**src/rtl/alu_issue_sequencer.sv**
```systemverilog
// alu_issue_sequencer
// -------------------
// Control stage in front of the ALU. It accepts one 20-bit instruction word per
// handshake and decodes it. It reads operands from an internal 8x20 register file
// and drives the ALU inputs for one cycle. One cycle later it captures the ALU's
// registered result and flags and writes the result back. SWAP does not go
// through the ALU; it is done here as two back-to-back writebacks.
//
// Ports:
//   clk, rst_n            clock, asynchronous active-low reset
//   instr_valid/ready     instruction handshake (ready only in IDLE, low in reset)
//   instr_word[19:0]      {op[4:0], rd[2:0], rs1[2:0], rs2[2:0], use_imm, imm5[4:0]}
//   alu_instruction/a/b/cin   ALU inputs, non-zero only during ISSUE
//   alu_result/carry_out/flags ALU registered outputs, sampled in CAPTURE
//   wb_valid/wb_rd/wb_data    register write, committed at the end of that cycle
//   retire, illegal       one-cycle completion / undefined-op pulses
//   carry_flag, cmp_flags architectural carry and last compare {N,ZE}
//   dbg_raddr/dbg_rdata   combinational debug read port
module alu_issue_sequencer #(
    parameter int NREGS = 8,
    parameter int DW    = 20
) (
    input  logic              clk,
    input  logic              rst_n,
    input  logic              instr_valid,
    input  logic [DW-1:0]     instr_word,
    output logic              instr_ready,
    output logic [13:0]       alu_instruction,
    output logic [DW-1:0]     alu_a,
    output logic [DW-1:0]     alu_b,
    output logic              alu_cin,
    input  logic [DW-1:0]     alu_result,
    input  logic              alu_carry_out,
    input  logic [12:0]       alu_flags,
    output logic              wb_valid,
    output logic [2:0]        wb_rd,
    output logic [DW-1:0]     wb_data,
    output logic              retire,
    output logic              illegal,
    output logic              carry_flag,
    output logic [1:0]        cmp_flags,
    input  logic [2:0]        dbg_raddr,
    output logic [DW-1:0]     dbg_rdata
);

    typedef enum logic [2:0] {
        S_IDLE    = 3'd0,
        S_DECODE  = 3'd1,
        S_ISSUE   = 3'd2,
        S_CAPTURE = 3'd3,
        S_SWAP2   = 3'd4
    } state_t;

    // ALU opcode for op index k is 21*k-1 (k in 8..27).
    function automatic logic [13:0] op_code(input logic [4:0] idx);
        logic [13:0] k;
        k = {9'd0, idx};
        return (k * 14'd21) - 14'd1;
    endfunction

    state_t          state_q, state_d;
    logic [DW-1:0]   instr_q, instr_d;
    logic [DW-1:0]   hold_q, hold_d;          // old reg[rs1] for the SWAP2 write
    logic            carry_flag_q, carry_flag_d;
    logic [1:0]      cmp_flags_q, cmp_flags_d;
    logic [13:0]     alu_instruction_q, alu_instruction_d;
    logic [DW-1:0]   alu_a_q, alu_a_d;
    logic [DW-1:0]   alu_b_q, alu_b_d;
    logic            alu_cin_q, alu_cin_d;
    logic [DW-1:0]   regs_q [NREGS];
    logic [DW-1:0]   regs_d [NREGS];

    logic [4:0]      op_idx_s;
    logic [2:0]      rd_s, rs1_s, rs2_s;
    logic            use_imm_s;
    logic [4:0]      imm5_s;
    logic            is_nop_s, is_legal_s, is_swap_s, is_carry_op_s, is_cmp_s;
    logic [DW-1:0]   rs1_val_s, rs2_val_s, b_val_s;
    logic            unused_flags_s;

    assign op_idx_s      = instr_q[19:15];
    assign rd_s          = instr_q[14:12];
    assign rs1_s         = instr_q[11:9];
    assign rs2_s         = instr_q[8:6];
    assign use_imm_s     = instr_q[5];
    assign imm5_s        = instr_q[4:0];

    assign is_nop_s      = (op_idx_s == 5'd0);
    assign is_legal_s    = (op_idx_s >= 5'd8) && (op_idx_s <= 5'd27);
    assign is_swap_s     = (op_idx_s == 5'd16);
    assign is_carry_op_s = (op_idx_s == 5'd20) || (op_idx_s == 5'd22);
    assign is_cmp_s      = (op_idx_s >= 5'd23);

    assign rs1_val_s     = regs_q[rs1_s];
    assign rs2_val_s     = regs_q[rs2_s];
    assign b_val_s       = use_imm_s ? {{(DW-5){1'b0}}, imm5_s} : rs2_val_s;

    // Ready is forced low while reset is held, even though the FSM sits in IDLE.
    assign instr_ready     = rst_n && (state_q == S_IDLE);
    assign alu_instruction = alu_instruction_q;
    assign alu_a           = alu_a_q;
    assign alu_b           = alu_b_q;
    assign alu_cin         = alu_cin_q;
    assign carry_flag      = carry_flag_q;
    assign cmp_flags       = cmp_flags_q;
    assign dbg_rdata       = regs_q[dbg_raddr];
    assign unused_flags_s  = ^alu_flags[12:2];

    // Next-state, writeback strobes and register-file update.
    always_comb begin
        state_d           = state_q;
        instr_d           = instr_q;
        hold_d            = hold_q;
        carry_flag_d      = carry_flag_q;
        cmp_flags_d       = cmp_flags_q;
        alu_instruction_d = 14'd0;
        alu_a_d           = '0;
        alu_b_d           = '0;
        alu_cin_d         = 1'b0;
        wb_valid          = 1'b0;
        wb_rd             = 3'd0;
        wb_data           = '0;
        retire            = 1'b0;
        illegal           = 1'b0;
        regs_d            = regs_q;

        case (state_q)
            S_IDLE: begin
                if (instr_valid) begin
                    instr_d = instr_word;
                    state_d = S_DECODE;
                end else begin
                    state_d = S_IDLE;
                end
            end
            S_DECODE: begin
                if (is_nop_s) begin
                    retire  = 1'b1;
                    state_d = S_IDLE;
                end else if (!is_legal_s) begin
                    illegal = 1'b1;
                    retire  = 1'b1;
                    state_d = S_IDLE;
                end else if (is_swap_s) begin
                    wb_valid = 1'b1;
                    wb_rd    = rs1_s;
                    wb_data  = rs2_val_s;
                    hold_d   = rs1_val_s;
                    state_d  = S_SWAP2;
                end else begin
                    // ALU inputs are registered here so they are valid for exactly the ISSUE cycle.
                    alu_instruction_d = op_code(op_idx_s);
                    alu_a_d           = rs1_val_s;
                    alu_b_d           = b_val_s;
                    alu_cin_d         = is_carry_op_s ? carry_flag_q : 1'b0;
                    state_d           = S_ISSUE;
                end
            end
            S_ISSUE: begin
                state_d = S_CAPTURE;
            end
            S_CAPTURE: begin
                if (is_cmp_s) begin
                    cmp_flags_d = alu_flags[1:0];
                end else begin
                    wb_valid = 1'b1;
                    wb_rd    = rd_s;
                    wb_data  = alu_result;
                end
                if (is_carry_op_s) begin
                    carry_flag_d = alu_carry_out;
                end else begin
                    carry_flag_d = carry_flag_q;
                end
                retire  = 1'b1;
                state_d = S_IDLE;
            end
            S_SWAP2: begin
                wb_valid = 1'b1;
                wb_rd    = rs2_s;
                wb_data  = hold_q;
                retire   = 1'b1;
                state_d  = S_IDLE;
            end
            default: begin
                state_d = S_IDLE;
            end
        endcase

        if (wb_valid) begin
            regs_d[wb_rd] = wb_data;
        end else begin
            regs_d[wb_rd] = regs_q[wb_rd];
        end
    end

    // State, architectural flags, ALU input registers and register file.
    always_ff @(posedge clk or negedge rst_n) begin
        if (!rst_n) begin
            state_q           <= S_IDLE;
            instr_q           <= '0;
            hold_q            <= '0;
            carry_flag_q      <= 1'b0;
            cmp_flags_q       <= 2'b00;
            alu_instruction_q <= 14'd0;
            alu_a_q           <= '0;
            alu_b_q           <= '0;
            alu_cin_q         <= 1'b0;
            for (int i = 0; i < NREGS; i++) begin
                regs_q[i] <= '0;
            end
        end else begin
            state_q           <= state_d;
            instr_q           <= instr_d;
            hold_q            <= hold_d;
            carry_flag_q      <= carry_flag_d;
            cmp_flags_q       <= cmp_flags_d;
            alu_instruction_q <= alu_instruction_d;
            alu_a_q           <= alu_a_d;
            alu_b_q           <= alu_b_d;
            alu_cin_q         <= alu_cin_d;
            regs_q            <= regs_d;
        end
    end

endmodule

```
**config.mk**
```make
export PLATFORM = sky130hd
export DESIGN_NAME = alu_issue_sequencer
export DESIGN_NICKNAME = d
export VERILOG_FILES = /design/src/rtl/alu_issue_sequencer.sv
export SDC_FILE = /design/constraint.sdc
export NUM_CORES = 1
export LEC_CHECK = 0
export ABC_AREA = 1
export CORE_MARGIN = 1
export CORE_UTILIZATION = 57
export DETAILED_ROUTE_END_ITERATION = 8
export HOLD_SLACK_MARGIN = 0.06
export PLACE_DENSITY = 0.8
export SLEW_MARGIN = 20
export SYNTH_ARGS = -nofsm -noshare
export SYNTH_HDL_FRONTEND = slang
export SYNTH_SLANG_ARGS = --single-unit
```
**constraint.sdc**
```tcl
create_clock -name clk -period 3.3 [get_ports clk]
set_input_delay 0.66 -clock clk [delete_from_list [all_inputs] [get_ports clk]]
set_output_delay 0.66 -clock clk [all_outputs]
set_load 0.01 [all_outputs]
```
==> results.txt <==
flow finished, numbers: status=completed, CP peak stage delay=400 ps, FFs w/ async S/R, synth=100%, CTS Sinks=258, sum of buffers and inverters on the critical path=4, Complex Gates by Area=23.2%, Final nets=2261, CP cell instances=buf_4, ha_1, nand3_1, nand3_2, nor2_4, buf_12, nand2_1, nand2_1, nor2_4, inv_2, clkdlybuf4s15_1, clock buffer depth=3, Yosys reg bits=258, clock root cell=clkbuf_16, class of the worst hold path=flop to flop, Floorplan Nets=2145, Remaining Overflow, GRT=0, Die X=163 um, CTS clk-pin slew, worst paths=70 ps, Min-Delay Startpoint=hold_q[12], main kind of combinational logic by area=AND-OR/OR-AND gates, WP data arrival=2600 ps, setup tns final=0 ps, Site Rows=58, met2 Usage GRT=57.0%, Max VDD drop=883 uV, final cell count without fillers=2516, final hold vios=0, Layout area overhead=21.6%, critical path depth=11, maximum clock rate=307 MHz, Max-area cell share=43.5%, Worst Setup End Kind=output port, Worst Setup SP=instr_q[17], DRT iter0 DRCs=2793, cell count after synthesis=2050, DRT Wirelength=52.9 mm, largest register by flop count=regs_q, Tot Pwr=19000 uW, hpwl dp=33.1 mm, Hold Crit Endpoint=hold_q[12], area reported by Yosys stat=0.0149 mm2, DR vias=15900, # fillers=2007, Main power group=combinational logic, Combinational Power Share=53.5%, vias per cell=6.31, Setup crit start kind=flop, design area=0.0181 mm2, internal power=10000 uW, CP required=2640 ps, Tcrit/Tclk final=98.8%, vias in the first global route=14600, CTS Hold Buffers Added=1, placed instance count=2446, Setup WS pre-CTS=-27.8 ps, Placed Instance Area=0.0168 mm2, critical path's top delay family=buffers and inverters, share of cells above drive strength 1=8.74%, Worst Path Max Fanout=12, Finished Core Util=71.1%, CTS tree=yes, EDFF count, synth=0, most frequent cells in the layout=506 x nand2_1, 286 x o21ai_0, 255 x dfrtp_1, FP Core Util=58.5%, seq pwr=5460 uW, synthesized area=0.0149 mm2, area fraction in xor and xnor cells=0%, DR WL/cell=21.0 um, fa+ha+maj area frac=3.25%, global-route wire length before repair=80.7 mm, pwr dens=1050 mW/mm2, Synth top cell by count=nand2_1, Yosys top cell by area=dfrtp_1, Comb area=0.00729 mm2, met3 Use GR=11.8%, top post-synthesis cells by count=514 x nand2_1, 287 x o21ai_0, 258 x dfrtp_1, core region area=0.0254 mm2, tool warning count=51, die height=163 um
## layout make-up
| cell class | instances | share of cell area (%) |
|---|---|---|
| Inverter | 144 | 3.03 |
| Tap cell | 330 | 2.29 |
| Timing Repair inverter | 1 | 0.0416 |
| Multi-Input combinational cell | 1495 | 40.4 |
| Clock buffer | 40 | 4.52 |
| Clock inverter | 10 | 0.866 |
| Sequential cell | 258 | 35.8 |
| Timing Repair Buffer | 238 | 13.1 |
## routing by layer
metal | routed length, um | vias up
met3 | 8050 | 218
met2 | 22000 | 1269
met5 | 0 | -
met1 | 20700 | 7329
li1 | - | 7058
met4 | 2180 | 0
## kinds of logic after synthesis
logic type / count (synthesis)
DFF: 258
buffers and inverters: 297
adders and majority gates: 35
AOI/OAI and AO/OA: 658
and+or+nand+nor: 796
muxes: 6
Figure 1. Metal 2.
Drawn at 2 px/um. Cells faint in the background.
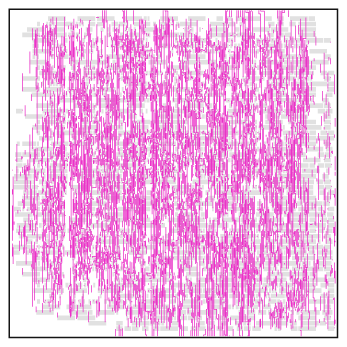
1751 nets have wire on it. The longest straight run is 56.4 um. The wires run mostly vertical. The layer holds 42% of the routed length. The layer carries 22.0 mm of wire.

Figure 2. Clock nets.
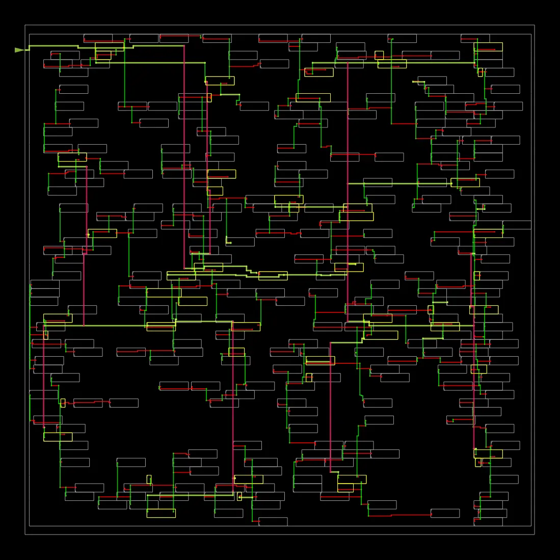
flop count: 258
Power Clock: 3350 uW
worst-skew pair later-pin latency: 560 ps
clock buf count: 40

Figure 3. Nets reached from selected ports.
Drawn at 2 px/um.
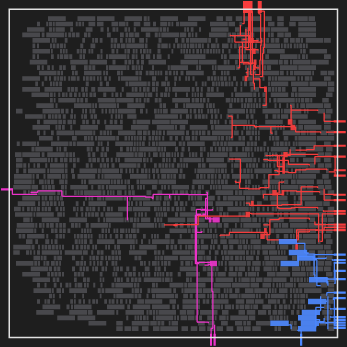
Magenta marks wb_rd, direction output, edge 2 bottom, 1 left, end cells 3, buffers 3, wire 320 um. Red marks wb_data, direction output, edge 13 right, 7 top, end cells 20, buffers 20, wire 1030 um. Blue marks alu_instruction, direction output, edge 13 right, 1 bottom, end cells 11, buffers 14, wire 202 um.

No activity file was given, so power comes from the tool's default toggle rates.
